**config.mk**
```make
export PLATFORM = sky130hd
export DESIGN_NAME = shift_button_conditioner
export DESIGN_NICKNAME = d
export VERILOG_FILES = /design/src/rtl/shift_button_conditioner.sv
export SDC_FILE = /design/constraint.sdc
export NUM_CORES = 1
export LEC_CHECK = 0
export ABC_CLOCK_PERIOD_IN_PS = 5200
export CORE_AREA = 2 2 201 124
export CTS_CLUSTER_DIAMETER = 50
export CTS_CLUSTER_SIZE = 10
export DETAILED_ROUTE_END_ITERATION = 16
export DIE_AREA = 0 0 203 126
export SYNTH_ARGS = -nofsm -noshare
export SYNTH_HDL_FRONTEND = slang
export SYNTH_SLANG_ARGS = --single-unit
```
**constraint.sdc**
```tcl
create_clock -name clk -period 5.2 [get_ports clk]
set_input_delay 0.78 -clock clk [delete_from_list [all_inputs] [get_ports clk]]
set_output_delay 0.78 -clock clk [all_outputs]
set_load 0.02 [all_outputs]
```
**src/rtl/shift_button_conditioner.sv**
```systemverilog
// Two-button front end for programmable_blinker: synchronise, debounce, press-edge
// detect and auto-repeat each button into one-cycle shift commands, with both-held lockout.
module shift_button_conditioner #(
    parameter int unsigned DEBOUNCE_CYCLES = 1000000,
    parameter int unsigned REPEAT_DELAY    = 50000000,
    parameter int unsigned REPEAT_PERIOD   = 10000000
) (
    input  logic clk,
    input  logic rst,
    input  logic btn_left_raw,
    input  logic btn_right_raw,
    output logic shift_left,
    output logic shift_right,
    output logic left_level,
    output logic right_level
);

    localparam int unsigned CW   = $clog2(DEBOUNCE_CYCLES + 1);
    localparam int unsigned TMAX = (REPEAT_DELAY > REPEAT_PERIOD) ? REPEAT_DELAY : REPEAT_PERIOD;
    localparam int unsigned TW   = $clog2(TMAX + 1);

    localparam logic [CW-1:0] CNT_LAST    = CW'(DEBOUNCE_CYCLES - 1);
    localparam logic [TW-1:0] DELAY_LAST  = TW'((REPEAT_DELAY == 0) ? 32'd0 : REPEAT_DELAY - 1);
    localparam logic [TW-1:0] PERIOD_LAST = TW'(REPEAT_PERIOD - 1);

    localparam logic [1:0] ST_IDLE       = 2'd0;
    localparam logic [1:0] ST_PRESS_WAIT = 2'd1;
    localparam logic [1:0] ST_REPEAT     = 2'd2;

    // Index 0 is the left button, index 1 the right button throughout.
    logic [1:0]    raw;
    logic [1:0]    sync1_q;
    logic [1:0]    sync2_q;
    logic [1:0]    stable_q;
    logic [1:0]    stable_d;
    logic [CW-1:0] cnt_q [2];
    logic [CW-1:0] cnt_d [2];
    logic [1:0]    rise;
    logic [1:0]    fall;
    logic [1:0]    state_q [2];
    logic [1:0]    state_d [2];
    logic [TW-1:0] timer_q [2];
    logic [TW-1:0] timer_d [2];
    logic [1:0]    fire;
    logic [1:0]    lock_q;
    logic [1:0]    lock_d;
    logic [1:0]    pulse_q;
    logic [1:0]    pulse_d;
    logic          lock_now;

    assign raw = {btn_right_raw, btn_left_raw};

    always_ff @(posedge clk or posedge rst) begin
        if (rst) begin
            sync1_q <= '0;
            sync2_q <= '0;
        end else begin
            sync1_q <= raw;
            sync2_q <= sync1_q;
        end
    end

    always_comb begin
        stable_d = stable_q;
        rise     = '0;
        fall     = '0;
        for (int unsigned i = 0; i < 2; i++) begin
            cnt_d[i] = '0;
            if (sync2_q[i] != stable_q[i]) begin
                if (cnt_q[i] == CNT_LAST) begin
                    stable_d[i] = sync2_q[i];
                    rise[i]     = sync2_q[i];
                    fall[i]     = ~sync2_q[i];
                end else begin
                    cnt_d[i] = cnt_q[i] + 1'b1;
                end
            end
        end
    end

    // Lockout looks at next-cycle levels so press pulses landing together are also masked.
    assign lock_now = stable_d[0] & stable_d[1];

    always_comb begin
        fire    = '0;
        lock_d  = '0;
        pulse_d = '0;
        for (int unsigned i = 0; i < 2; i++) begin
            state_d[i] = state_q[i];
            timer_d[i] = timer_q[i];
            case (state_q[i])
                ST_IDLE: begin
                    if (rise[i]) begin
                        fire[i]    = 1'b1;
                        timer_d[i] = '0;
                        if (REPEAT_DELAY != 0) begin
                            state_d[i] = ST_PRESS_WAIT;
                        end
                    end
                end
                ST_PRESS_WAIT: begin
                    if (timer_q[i] == DELAY_LAST) begin
                        fire[i]    = 1'b1;
                        timer_d[i] = '0;
                        state_d[i] = ST_REPEAT;
                    end else begin
                        timer_d[i] = timer_q[i] + 1'b1;
                    end
                end
                ST_REPEAT: begin
                    if (timer_q[i] == PERIOD_LAST) begin
                        fire[i]    = 1'b1;
                        timer_d[i] = '0;
                    end else begin
                        timer_d[i] = timer_q[i] + 1'b1;
                    end
                end
                default: begin
                    state_d[i] = ST_IDLE;
                    timer_d[i] = '0;
                end
            endcase
            if (fall[i] || lock_now) begin
                state_d[i] = ST_IDLE;
                timer_d[i] = '0;
                fire[i]    = 1'b0;
            end
            // A locked-out button stays mute until its own level drops.
            lock_d[i]  = lock_now | (lock_q[i] & stable_d[i]);
            pulse_d[i] = fire[i] & ~lock_d[i];
        end
    end

    always_ff @(posedge clk or posedge rst) begin
        if (rst) begin
            stable_q <= '0;
            lock_q   <= '0;
            pulse_q  <= '0;
            for (int unsigned i = 0; i < 2; i++) begin
                cnt_q[i]   <= '0;
                state_q[i] <= ST_IDLE;
                timer_q[i] <= '0;
            end
        end else begin
            stable_q <= stable_d;
            lock_q   <= lock_d;
            pulse_q  <= pulse_d;
            for (int unsigned i = 0; i < 2; i++) begin
                cnt_q[i]   <= cnt_d[i];
                state_q[i] <= state_d[i];
                timer_q[i] <= timer_d[i];
            end
        end
    end

    assign shift_left  = pulse_q[0];
    assign shift_right = pulse_q[1];
    assign left_level  = stable_q[0];
    assign right_level = stable_q[1];

endmodule

```
==> results.txt <==
Numbers from the implementation run.

The number of clock buffer instances in the layout is 11. The pin closest to its max-slew limit shows a slew of 1.09 ns. The top cell type by total area after synthesis is sky130_fd_sc_hd__dfrtp_1. On the final layout, the worst clock skew is 0.00734 ns.

For this floorplan the total number of well-tap instances is 322. The synthesized instance count is 626. The remaining design rule violation count is 0. The flow ran to the end, and the final reports show no timing, DRC or antenna violations. The number of antenna diodes in the final layout is 0. The number of placed cells counting well taps is 942. The total CTS buffers is 9. The buffer type at the clock tree root is sky130_fd_sc_hd__clkbuf_16. The report lists the number of standard-cell rows as 44. Yosys reports a chip area of 5840 sq um. The power after layout is 1500 uW. The worst setup path is captured at a register. The min-delay analysis places its worst path in the category register to register.

Once synthesis finished, the tally of register bits stood at 106. The analysis attributes to net switching a power of 336 uW. From bottom edge to top edge, the die measures 126 um. After the first detailed-routing iteration, the DRC count stood at 386. The clock period could shrink to 3.91 ns. The launch point of the worst register-to-register path is recorded as cnt_q[7]. The number of global-route vias before repair came to 4310. Per the final layout report, the fraction of cells sized above drive strength 1 comes to 5.51%.

The global routing report lists combined usage of all routing layers as 11.1%. The TritonCTS clock tree is done. The number of enable-type register cells in the synthesized netlist is 0. The yosys stat cell total is 626. The critical path endpoint has a required time of 5.44 ns.
-- path summary, 6_finish.rpt --
path	slack [ns]	end	cells after the start
setup / recovery	1.29	timer_q[28]	7
hold / removal	0.35	sync2_q[0]	0
setup reg to reg	1.29	timer_q[28]	7
hold reg to reg	0.35	sync2_q[0]	0
max in group asynchronous	3.50	cnt_q[11]	3
min in group asynchronous	0.66	timer_q[36]	2
-- cells in the mapped netlist (3+ instances only) --
library cell and number:
sky130_fd_sc_hd__nor2b_1 3, sky130_fd_sc_hd__and4_1 6, sky130_fd_sc_hd__xor2_1 28, sky130_fd_sc_hd__or3_1 7, sky130_fd_sc_hd__o41ai_1 4, sky130_fd_sc_hd__a22o_1 24, sky130_fd_sc_hd__and3_1 16, sky130_fd_sc_hd__buf_2 6
sky130_fd_sc_hd__o21ai_0 27, sky130_fd_sc_hd__o21a_1 6, sky130_fd_sc_hd__nor2_1 78, sky130_fd_sc_hd__o31ai_1 8, sky130_fd_sc_hd__and2_1 6, sky130_fd_sc_hd__inv_1 24, sky130_fd_sc_hd__nand2b_1 6, sky130_fd_sc_hd__nor4b_1 4
sky130_fd_sc_hd__ha_1 14, sky130_fd_sc_hd__a21o_1 16, sky130_fd_sc_hd__a22oi_1 5, sky130_fd_sc_hd__a21oi_1 16, sky130_fd_sc_hd__nor4_1 9, sky130_fd_sc_hd__xnor2_1 11, sky130_fd_sc_hd__dfrtp_1 106, sky130_fd_sc_hd__nand4_1 22
sky130_fd_sc_hd__nand2_1 52, sky130_fd_sc_hd__nor3_1 14, sky130_fd_sc_hd__o22ai_1 3, sky130_fd_sc_hd__clkbuf_1 9, sky130_fd_sc_hd__or4_1 7, sky130_fd_sc_hd__nand3_1 41, sky130_fd_sc_hd__or2_2 3
-- metrics by stage --
stage	hold WS [ns]	util [%]	setup slack, ns	area (sq um)
after global placement	0.336	26.4	1.37	6270
after CTS	0.353	27.5	1.27	6530
final	0.350	27.5	1.29	6530
after detailed placement	0.337	26.4	1.29	6270
after floorplan	0.331	-	1.63	5840
after global routing	0.356	27.5	0.949	6530
-- worst reg2reg max path, stage by stage (launching register included) --
cell	delay [ns]
sky130_fd_sc_hd__dfrtp_1	0.43
sky130_fd_sc_hd__or4_1	0.60
sky130_fd_sc_hd__nor4_1	0.36
sky130_fd_sc_hd__a2111oi_0	0.24
sky130_fd_sc_hd__a2111oi_2	0.50
sky130_fd_sc_hd__and2_1	0.76
sky130_fd_sc_hd__nand2_1	0.50
sky130_fd_sc_hd__o311ai_0	0.41
-- per-layer routing --
metal / GRT usage (%) / vias up / share of wire (%) / wire, um
met1: 18.6 / 2261 / 57 / 7600
met3: 3.05 / 8 / 5.0 / 657
li1: - / 2312 / - / -
met5: 0 / - / 0 / 0
met4: 1.80 / 0 / 0.61 / 81
met2: 13.8 / 85 / 37 / 4930
-- registers in the layout, summed over array words and instances, names as in the netlist --
name      cells
stable_q      2
sync2_q       2
cnt_q        40
lock_q        2
timer_q      52
state_q       4
pulse_q       2
sync1_q       2
-- cell families after synthesis --
kind of cell | Yosys count
adders and majority gates | 14
xor gates and xnor gates | 39
and+or+nand+nor | 294
AOI/OAI and AO/OA | 132
buffers and inverters | 41
DFF | 106
Routing congestion map:
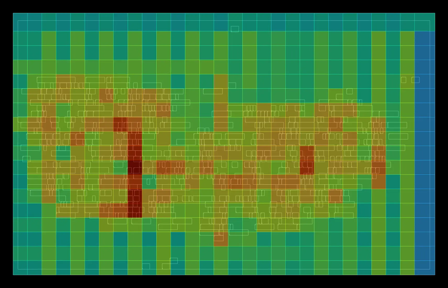
Global Route met2 Usage: 13.8%
final cell utilization of the core: 27.5%
met3 global-route usage: 3.05%
global routing's busiest layer: met1
met1 layer usage reported by global route: 18.6%

Gate-type map:
Drawn at 2 px/um.
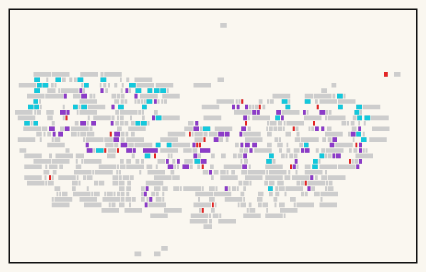
legend:
  inverters:
    color: red
    cells: 24
    most_used: inv_1
  AND-OR and OR-AND gates:
    color: cyan
    cells: 51
    most_used: a22o_1
  inverting AOI/OAI gates:
    color: purple
    cells: 81
    most_used: o21ai_0
    where: a band across the middle

Wiring heat map:
Drawn at 2 px/um. The die is cut into 20 by 13 equal tiles; white is low, dark blue is high, scaled to the fullest tile. Values are wire area over tile area, all layers added.
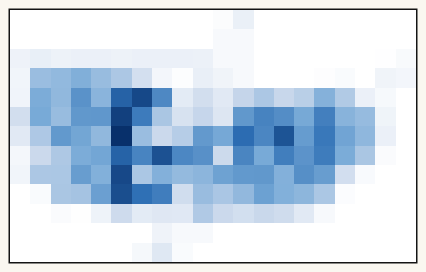
fullest tile: 0.38
emptiest ninth of the die: top right
nearly empty tiles: 39%
tiles over half the peak: 19%
mean over tiles: 0.081

Power figures rest on the tool's default switching activity, not on a simulated workload.
